$ cat src/rtl/mem_arb_pkg.sv
`default_nettype none
// ============================================================================
//  Module      : mem_arb_pkg
//  Description : Shared types and constants for the core memory-port arbiter.
//                - arb_state_e : arbiter FSM states (IDLE / ISSUE / WAIT)
//                - arb_owner_e : owner of the in-flight transaction (IF / LS)
//                - STREAK_MAX_DEFAULT, STREAK_W : anti-starvation counter
//                - streak_next() : saturating streak increment
//  Revision    : 1.0 - initial release
// ============================================================================
package mem_arb_pkg;

    typedef enum logic [1:0] {
        ST_IDLE  = 2'd0,
        ST_ISSUE = 2'd1,
        ST_WAIT  = 2'd2
    } arb_state_e;

    typedef enum logic {
        OWN_IF = 1'b0,
        OWN_LS = 1'b1
    } arb_owner_e;

    localparam int STREAK_MAX_DEFAULT = 4;

    // Wide enough for the largest legal limit (15).
    localparam int STREAK_W = 4;

    // Count one more LSU grant, never going past the limit.
    function automatic logic [STREAK_W-1:0] streak_next(
        input logic [STREAK_W-1:0] cur,
        input logic [STREAK_W-1:0] lim
    );
        return (cur >= lim) ? lim : cur + 4'd1;
    endfunction

endpackage : mem_arb_pkg
`default_nettype wire

$ cat src/rtl/arb_prio_sel.sv
`default_nettype none
// ============================================================================
//  Module      : arb_prio_sel
//  Description : Combinational winner select between instruction fetch and
//                the load/store unit. LSU normally wins; once it has won
//                STREAK_MAX times in a row while IF was waiting, IF is owed
//                the next grant. A flushing IF request is not eligible.
//  Ports       : if_valid  in  IF request pending
//                ls_valid  in  LSU request pending
//                if_flush  in  redirect this cycle (IF not eligible)
//                streak    in  consecutive LSU grants while IF waited
//                grant_if  out IF wins this cycle
//                grant_ls  out LSU wins this cycle
//  Revision    : 1.0 - initial release
// ============================================================================
module arb_prio_sel
    import mem_arb_pkg::*;
#(
    parameter int STREAK_MAX = STREAK_MAX_DEFAULT
) (
    input  logic                if_valid,
    input  logic                ls_valid,
    input  logic                if_flush,
    input  logic [STREAK_W-1:0] streak,
    output logic                grant_if,
    output logic                grant_ls
);

    localparam logic [STREAK_W-1:0] STREAK_LIM = STREAK_W'(STREAK_MAX);

    logic if_eligible;
    logic if_owed;

    assign if_eligible = if_valid & ~if_flush;
    assign if_owed     = if_eligible & (streak == STREAK_LIM);

    assign grant_ls = ls_valid & ~if_owed;
    assign grant_if = if_eligible & ~grant_ls;

endmodule : arb_prio_sel
`default_nettype wire

$ cat src/rtl/mem_port_arbiter.sv
`default_nettype none
// ============================================================================
//  Module      : mem_port_arbiter
//  Description : Shares the single core memory port between instruction fetch
//                and the load/store unit, one transaction outstanding at a
//                time. LSU has priority, bounded by an IF anti-starvation
//                streak counter. In-flight IF responses can be dropped by a
//                redirect (if_flush).
//  Ports       : clk, rst (async, active-low)
//                if_req_valid/if_req_ready/if_addr/if_flush  IF request side
//                if_resp_valid/if_resp_data                  IF response (32b)
//                ls_req_valid/ls_req_ready/ls_wen/ls_addr/
//                ls_wdata/ls_wmask                           LSU request side
//                ls_resp_valid/ls_resp_data                  LSU response
//                mem_req/mem_gnt/mem_we/mem_addr/mem_wdata/
//                mem_wmask/mem_rvalid/mem_rdata              memory port
//  Revision    : 1.0 - initial release
// ============================================================================
module mem_port_arbiter
    import mem_arb_pkg::*;
#(
    parameter int ADDR_W     = 64,
    parameter int DATA_W     = 64,
    parameter int STREAK_MAX = STREAK_MAX_DEFAULT
) (
    input  logic                clk,
    input  logic                rst,

    input  logic                if_req_valid,
    output logic                if_req_ready,
    input  logic [ADDR_W-1:0]   if_addr,
    input  logic                if_flush,
    output logic                if_resp_valid,
    output logic [31:0]         if_resp_data,

    input  logic                ls_req_valid,
    output logic                ls_req_ready,
    input  logic                ls_wen,
    input  logic [ADDR_W-1:0]   ls_addr,
    input  logic [DATA_W-1:0]   ls_wdata,
    input  logic [DATA_W/8-1:0] ls_wmask,
    output logic                ls_resp_valid,
    output logic [DATA_W-1:0]   ls_resp_data,

    output logic                mem_req,
    input  logic                mem_gnt,
    output logic                mem_we,
    output logic [ADDR_W-1:0]   mem_addr,
    output logic [DATA_W-1:0]   mem_wdata,
    output logic [DATA_W/8-1:0] mem_wmask,
    input  logic                mem_rvalid,
    input  logic [DATA_W-1:0]   mem_rdata
);

    localparam logic [STREAK_W-1:0] STREAK_LIM = STREAK_W'(STREAK_MAX);

    arb_state_e          state;
    arb_owner_e          owner;
    logic                drop;
    logic [STREAK_W-1:0] streak;
    logic                if_hi_word;    // latched if_addr[2]: upper 32b lane

    logic                grant_if;
    logic                grant_ls;
    logic                idle;
    logic                if_cancel;
    logic                unused_if_addr_lo;

    // Byte offset inside the word is implied by alignment.
    assign unused_if_addr_lo = ^if_addr[1:0];

    arb_prio_sel #(
        .STREAK_MAX (STREAK_MAX)
    ) u_prio_sel (
        .if_valid (if_req_valid),
        .ls_valid (ls_req_valid),
        .if_flush (if_flush),
        .streak   (streak),
        .grant_if (grant_if),
        .grant_ls (grant_ls)
    );

    // Readys are only offered in IDLE, and never while reset is held.
    assign idle         = (state == ST_IDLE) && rst;
    assign if_req_ready = idle & grant_if;
    assign ls_req_ready = idle & grant_ls;

    // A redirect seen any time the fetch is in flight kills its response,
    // including the very cycle the data comes back.
    assign if_cancel = drop | if_flush;

    always_ff @(posedge clk or negedge rst) begin
        if (!rst) begin
            state         <= ST_IDLE;
            owner         <= OWN_IF;
            drop          <= 1'b0;
            streak        <= '0;
            if_hi_word    <= 1'b0;
            mem_req       <= 1'b0;
            mem_we        <= 1'b0;
            mem_addr      <= '0;
            mem_wdata     <= '0;
            mem_wmask     <= '0;
            if_resp_valid <= 1'b0;
            if_resp_data  <= '0;
            ls_resp_valid <= 1'b0;
            ls_resp_data  <= '0;
        end else begin
            if_resp_valid <= 1'b0;
            ls_resp_valid <= 1'b0;

            case (state)
                ST_IDLE: begin
                    drop <= 1'b0;
                    if (grant_ls) begin
                        state     <= ST_ISSUE;
                        owner     <= OWN_LS;
                        mem_req   <= 1'b1;
                        mem_we    <= ls_wen;
                        mem_addr  <= ls_addr;
                        mem_wdata <= ls_wdata;
                        mem_wmask <= ls_wmask;
                        // Only grants that made IF wait count toward the streak.
                        streak    <= if_req_valid ? streak_next(streak, STREAK_LIM) : '0;
                    end else if (grant_if) begin
                        state      <= ST_ISSUE;
                        owner      <= OWN_IF;
                        mem_req    <= 1'b1;
                        mem_we     <= 1'b0;
                        mem_addr   <= {if_addr[ADDR_W-1:3], 3'b000};
                        mem_wdata  <= '0;
                        mem_wmask  <= '1;
                        if_hi_word <= if_addr[2];
                        streak     <= '0;
                    end
                end

                ST_ISSUE: begin
                    if ((owner == OWN_IF) && if_flush) begin
                        drop <= 1'b1;
                    end
                    if (mem_gnt) begin
                        mem_req <= 1'b0;
                        state   <= ST_WAIT;
                    end
                end

                ST_WAIT: begin
                    if ((owner == OWN_IF) && if_flush) begin
                        drop <= 1'b1;
                    end
                    if (mem_rvalid) begin
                        state <= ST_IDLE;
                        drop  <= 1'b0;
                        if (owner == OWN_LS) begin
                            ls_resp_valid <= 1'b1;
                            ls_resp_data  <= mem_we ? '0 : mem_rdata;
                        end else if (!if_cancel) begin
                            if_resp_valid <= 1'b1;
                            if_resp_data  <= if_hi_word ? mem_rdata[63:32] : mem_rdata[31:0];
                        end
                    end
                end

                default: begin
                    state <= ST_IDLE;
                end
            endcase
        end
    end

endmodule : mem_port_arbiter
`default_nettype wire

$ cat config.mk
export PLATFORM = sky130hd
export DESIGN_NAME = mem_port_arbiter
export DESIGN_NICKNAME = d
export VERILOG_FILES = /design/src/rtl/mem_arb_pkg.sv /design/src/rtl/arb_prio_sel.sv /design/src/rtl/mem_port_arbiter.sv
export SDC_FILE = /design/constraint.sdc
export NUM_CORES = 1
export LEC_CHECK = 0
export CORE_AREA = 2 2 196 198
export CTS_CLUSTER_DIAMETER = 100
export DETAILED_ROUTE_END_ITERATION = 8
export DIE_AREA = 0 0 198 200
export GPL_ROUTABILITY_DRIVEN = 0
export PLACE_DENSITY = 0.69
export SYNTH_ARGS = -nofsm -noshare
export SYNTH_HDL_FRONTEND = slang
export SYNTH_SLANG_ARGS = --single-unit
$ cat constraint.sdc
create_clock -name clk -period 4.7 [get_ports clk]
set_clock_uncertainty 0.1 [all_clocks]
set_input_delay 0.94 -clock clk [delete_from_list [all_inputs] [get_ports clk]]
set_output_delay 0.94 -clock clk [all_outputs]
set_load 0.02 [all_outputs]
==> reports/qor.yml, run 1 <==
status: "finished clean"
period_minus_slack_ns: 4.05
synth_cell_types: 30
top_area_frac: 0.565
final_util: 0.465
final_nets: 1684
final_area_um2: 17400
setup_viol: 0
top_cells_by_area: "dfrtp_1 57%, o221a_2 13%, a22o_1 5.5%"
postSynthSeqShare: 0.565
drtIter0Drc: 563
finalWorstSetupSlack_ns: 0.653
avgSynthCellArea_um2: 11.5
cts_tree: "yes"
dp_hpwl_um: 27200
yosysWarnings: 0
dr.pass1.iters: 5
yosysChipArea_um2: 10800
cts_root_buffer: "clkbuf_16"
cts_sinks: 245
worstPathMaxFanout: 5
numCtsBuffers: 28
drc: 0
grt_antenna_before_repair: 2
cts_setup_buffers: 0
max_freq_mhz: 247
drt_wl_total_um: 38900
drv_cap: 0
fp_util: 0.290
synth_area_um2: 10800
num_io_pins: 510
fp-row-count: 71
ctsResizeCount: 0
chipArea_um2: 39600
dp.cells: 1887
hold_viol: 0
detailedPlace.worstSlack_ns: 0.627
path_class: "in -> out"
warnings: 32
dpl_cell_area_um2: 16400
slew_viol_final: 0
grt_pass1_wl_um: 57400
synth-seq-cells: 245
finalClockPeriodUsage: 0.861
routed_via_density: 4.96
final_cells: 1941
hold_buffers: 0
core_area_um2: 37400
clkLatencyLatePin_ns: 0.56
ys_cells: 940
power.leakage_nw: 7.30
tightest_slew_ns: 0.903
grt_overflow_total: 0
slew_headroom: 0.398
cts_buffer_depth: 3
whs_ns: 0.178
postRouteAntennaNets: 0
die_y_um: 200
startpoint_type: "input pin"
cp_data_arrival_time_ns: 3.01
finalPower_mw: 11.8
rsz0062_at_grt: "no"
lay_top_cells: "505 x clkdlybuf4s50_1, 244 x dfrtp_1, 122 x o221a_2"
gr-usage-all-layers: 0.186
wl_per_cell_um: 20.1
edf_count: 0
fin_setup_tns_ns: 0
syn_to_final_growth_pct: 60.3
## run 1: flip-flops by register name, indices dropped and copies added, names as in the netlist
| register | count |
|---|---|
| drop | 1 |
| mem_wmask | 8 |
| mem_req | 1 |
| streak | 4 |
| state | 2 |
| mem_we | 1 |
| ls_resp_data | 64 |
| owner | 1 |
| if_resp_valid | 1 |
| mem_wdata | 64 |
| if_resp_data | 32 |
| ls_resp_valid | 1 |
| mem_addr | 64 |
| if_hi_word | 1 |
## run 1: logic make-up (layout without fill, tap and decap cells)
logic type / after synthesis / in the layout / synth area share
buffers and inverters: 96 / 584 / 0.0358
and+or+nand+nor: 253 / 253 / 0.120
adders and majority gates: 6 / 6 / 0.00692
DFF: 245 / 245 / 0.565
other: 0 / 2 / 0
muxes: 35 / 35 / 0.0327
AOI/OAI and AO/OA: 305 / 305 / 0.239
## run 1: path summary, 6_finish.rpt
path / startpoint / endpoint / slack, ns / cells past startpoint
min in group clk: ls_resp_data[61] / ls_resp_data[61] / 0.38 / 2
setup / recovery: if_flush / ls_req_ready / 0.65 / 6
setup reg to reg: state[1] / mem_addr[21] / 1.97 / 5
hold / removal: rst / if_resp_data[22] / 0.18 / 1
max in group asynchronous: rst / mem_wdata[24] / 2.46 / 3
hold reg to reg: ls_resp_data[61] / ls_resp_data[61] / 0.38 / 2
## run 1: worst max-delay path, cell delays in order
cell             delay (ns)
clkdlybuf4s50_1        0.65
and4bb_2               0.30
nand2_1                0.12
and3_2                 0.19
and2_1                 0.12
clkdlybuf4s50_1        0.69
## run 1: Yosys cell counts (6+ instances only)
library cell  instances
o221a_2             122
buf_2                16
nand3_1               8
nand2b_1             66
clkbuf_1             71
or3_1                61
dfrtp_1             245
o22a_1                9
o21ai_0              97
nor2_1                6
mux2i_1              32
inv_1                 7
a22o_1               68
nand2_1             103
ha_1                  6
## run 1: routing by layer
layer | up-vias | GRT usage | routed length (µm)
met5 | - | 0 | 0
met4 | 0 | 0.0524 | 837
met3 | 48 | 0.0521 | 3200
met2 | 404 | 0.317 | 18900
met1 | 4718 | 0.232 | 16000
li1 | 4456 | - | -
## run 1: cell type report
| class | count | area (µm²) |
|---|---|---|
| antenna | 2 | 5.00 |
| clock buffer | 35 | 777 |
| clock inverter | 17 | 203 |
| fill | 3448 | 20000 |
| inverter | 7 | 26.3 |
| multi-input combinational | 599 | 4380 |
| sequential | 245 | 6130 |
| tap | 511 | 639 |
| timing repair buffer | 525 | 5220 |
## run 1: power breakdown
group	internal, mW	switching, mW	total (mW)
logic	3.02	2.86	5.88
registers	3.04	0.604	3.64
clock network	1.39	0.919	2.31
run_1/ff_map.png
Scale: 2 px per µm. Other sequential cells in the stronger grey, the rest of the logic in the fainter grey.
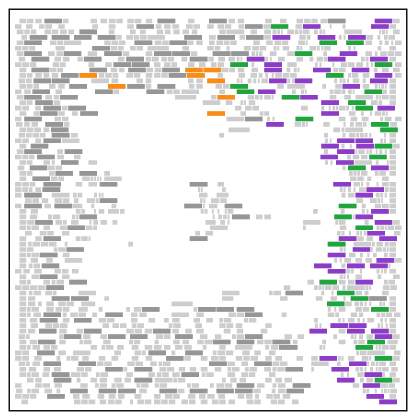
| colour | name in the netlist | sequential cells |
|---|---|---|
| purple | `ls_resp_data` | 64 |
| green | `if_resp_data` | 32 |
| orange | `mem_wmask` | 8 |
not coloured: 141

run_1/gates.png
Scale: 1.5 px per µm.
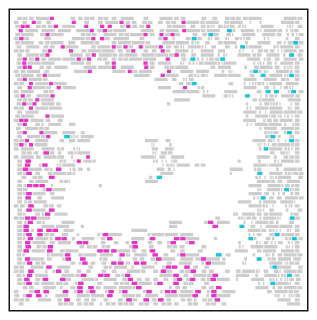
| colour | family | cells |
|---|---|---|
| cyan | mux cells | 35 |
| magenta | non-inverting ao/oa cells | 200 |

run_1/m1.png
Scale: 1.5 px per µm.
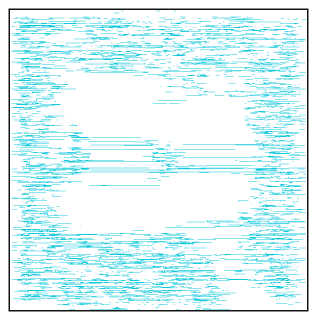
nets with wire on the layer: 1,466
wire length on this layer: 16,000 µm
share of all routed wire: 41%
main direction: horizontal
longest straight run: 85.6 µm

==> run 1 -> run 2 <==
--- a/config.mk
+++ b/config.mk
@@ -5,6 +5,7 @@
 export SDC_FILE = /design/constraint.sdc
 export NUM_CORES = 1
 export LEC_CHECK = 0
+export CAP_MARGIN = 15
 export CORE_AREA = 2 2 196 198
 export CTS_CLUSTER_DIAMETER = 100
 export DETAILED_ROUTE_END_ITERATION = 8
run_2/m1.png
Scale: 1.5 px per µm.
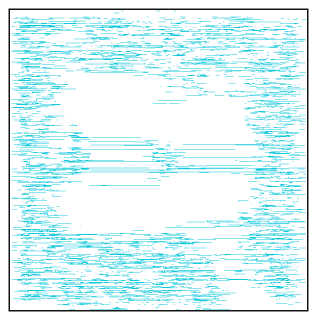
main direction: horizontal
longest straight run: 85.6 µm

==> reports/qor.yml, run 2 <==
rr_worst_depth: 5  # unchanged
startpoint_type: "input pin"
routed_via_density: 4.96  # unchanged
cp_data_arrival_time_ns: 3.01  # about the same
synth_cell_types: 30  # unchanged
drtIter0Drc: 563  # unchanged
edf_count: 0  # unchanged
setup.worst_path.start: "if_flush"
setup_viol: 0  # unchanged
period_minus_slack_ns: 4.05  # unchanged
rr_endpoint: "mem_addr[21]"
wl_per_cell_um: 20.1  # unchanged
top_cells_by_area: "dfrtp_1 57%, o221a_2 13%, a22o_1 5.5%"
chipArea_um2: 39600  # unchanged
top_area_frac: 0.565  # unchanged
synth_area_um2: 10800  # unchanged
drt_wl_total_um: 38900  # unchanged
die_w_um: 198
grt_pass1_wl_um: 57400  # unchanged
warnings: 32  # unchanged
hold_buffers: 0  # unchanged
num_io_pins: 510  # unchanged
synth-seq-cells: 245  # unchanged
core_area_um2: 37400  # unchanged
yosysWarnings: 0  # unchanged
slew_headroom: 0.398  # unchanged
max_freq_mhz: 247  # unchanged
finalClockPeriodUsage: 0.861  # unchanged
fin_setup_tns_ns: 0  # unchanged
grt_antenna_before_repair: 2  # unchanged
ys_cells: 940  # unchanged
path_class: "in -> out"
rsz0062_at_grt: "no"
lay_top_cells: "505 x clkdlybuf4s50_1, 244 x dfrtp_1, 122 x o221a_2"
async_flop_share: 1.00
cts_setup_buffers: 0  # unchanged
finalPower_mw: 11.8  # unchanged
common_cells: "245 x dfrtp_1, 122 x o221a_2, 103 x nand2_1, 97 x o21ai_0, 71 x clkbuf_1"
die_y_um: 200  # unchanged
whs_ns: 0.178  # unchanged
cts_tree: "yes"
yosysChipArea_um2: 10800  # unchanged
final_nets: 1684  # unchanged
avgSynthCellArea_um2: 11.5  # unchanged
syn_to_final_growth_pct: 60.3  # unchanged
dr.pass1.iters: 5  # unchanged
worstPathMaxFanout: 5  # unchanged
most_common_cell: "dfrtp_1"
reg_top3: "ls_resp_data (64), mem_addr (64), mem_wdata (64)"
drc: 0  # unchanged
clkLatencyLatePin_ns: 0.56  # about the same
postSynthSeqShare: 0.565  # unchanged
status: "finished clean"
fp_util: 0.290  # unchanged
drv_cap: 0  # unchanged
crit_path_end: "ls_req_ready"
dp_hpwl_um: 27200  # unchanged
ys.flop_type: "dfrtp_1"
grt_overflow_total: 0  # unchanged
postRouteAntennaNets: 0  # unchanged
gr-usage-all-layers: 0.186  # unchanged
hold_viol: 0  # unchanged
cts_buffer_depth: 3  # unchanged
cts_sinks: 245  # unchanged
crit_required_ns: 3.66
numCtsBuffers: 28  # unchanged
clk_pin_slew_worst_paths_ns: 0.06
n_fill_cell: 3448  # unchanged
min_path_type: "in -> async"
slew_viol_final: 0  # unchanged
fp-row-count: 71  # unchanged
r2r_start: "state[1]"
power.leakage_nw: 7.30  # unchanged
tightest_slew_ns: 0.903  # unchanged
cts_root_buffer: "clkbuf_16"
ctsResizeCount: 0  # unchanged
ff2ff_setup_slack_ns: 1.97  # about the same
run_2/closeup.png
Region (136, 138) to (161, 163) µm. Cells in grey, sequential cells in the stronger grey; small squares are vias.
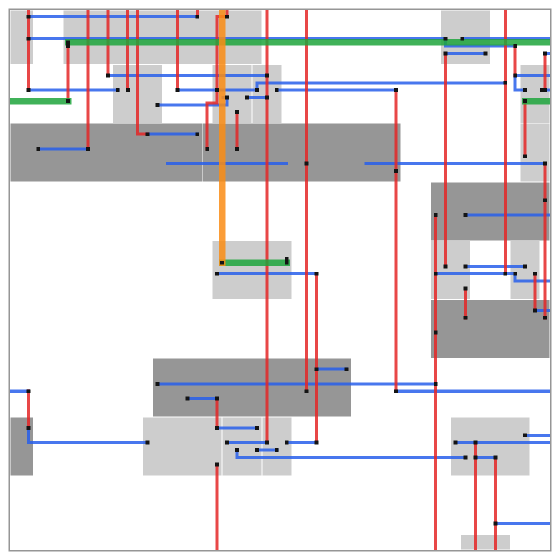
| colour | layer |
|---|---|
| blue | M1 |
| orange | M4 |
| green | M3 |
| red | M2 |
sequential cells in the window: 5
cells with their middle in the window: 18
netlist names of flops here include: `ls_resp_data` (3), `if_resp_data` (2)
most frequent: dfrtp_1 (5)

-- run 2: cell counts in the layout (fill, tap and decap cells not counted) --
No cell type changed its count.
-- run 2: worst min-delay path by stage --
stage                                  end
after floorplan                       drop
after global placement    if_resp_data[25]
after detailed placement  ls_resp_data[37]
after CTS                 ls_resp_data[23]
after global routing      ls_resp_data[23]
final                     if_resp_data[22]
-- run 2: through the flow --
stage	std cells	util	setup slack (ns)	area, µm²
after floorplan	940	-	1.56	10800
after global placement	1887	0.439	0.655	16400
after detailed placement	1887	0.439	0.627	16400
after CTS	1939	0.465	0.626	17400
after global routing	1939	0.465	0.561	17400
final	1941	0.465	0.653	17400
-- run 2: worst max-delay path, cell delays in order --
cell             delay (ns)
clkdlybuf4s50_1        0.65
and4bb_2               0.30
nand2_1                0.12
and3_2                 0.19
and2_1                 0.12
clkdlybuf4s50_1        0.69
-- run 2: power breakdown --
part,switching (mW),internal [mW],leakage (nW),total (mW)
Sequential,0.604,3.04,3.08,3.64
Combinational,2.86,3.02,3.73,5.88
Clock,0.919,1.39,0.490,2.31
-- run 2: layout make-up --
| cell class | count | area, µm² | area share |
|---|---|---|---|
| Antenna cell | 2 | 5.00 | 0.000288 |
| Clock buffer | 35 | 777 | 0.0447 |
| Clock inverter | 17 | 203 | 0.0117 |
| Inverter | 7 | 26.3 | 0.00151 |
| Multi-Input combinational cell | 599 | 4380 | 0.252 |
| Sequential cell | 245 | 6130 | 0.353 |
| Tap cell | 511 | 639 | 0.0368 |
| Timing Repair Buffer | 525 | 5220 | 0.300 |
-- run 2: cell families (layout without fill, tap and decap cells) --
| kind of cell | after synthesis | count (layout) | share of synthesized area |
|---|---|---|---|
| AND/OR/NAND/NOR | 253 | 253 | 0.120 |
| adder cells (fa/ha/maj) | 6 | 6 | 0.00692 |
| AND-OR/OR-AND | 305 | 305 | 0.239 |
| buffers and inverters | 96 | 584 | 0.0358 |
| flip-flops | 245 | 245 | 0.565 |
| multiplexers | 35 | 35 | 0.0327 |
| other | 0 | 2 | 0 |
-- run 2: per-layer routing --
layer,part of all wire,wire length (µm),GRT usage,up-vias
met4,0.021,837,0.0524,0
li1,-,-,-,4456
met2,0.49,18900,0.317,404
met3,0.082,3200,0.0521,48
met5,0,0,0,-
met1,0.41,16000,0.232,4718
Power and IR drop assume default switching activity.
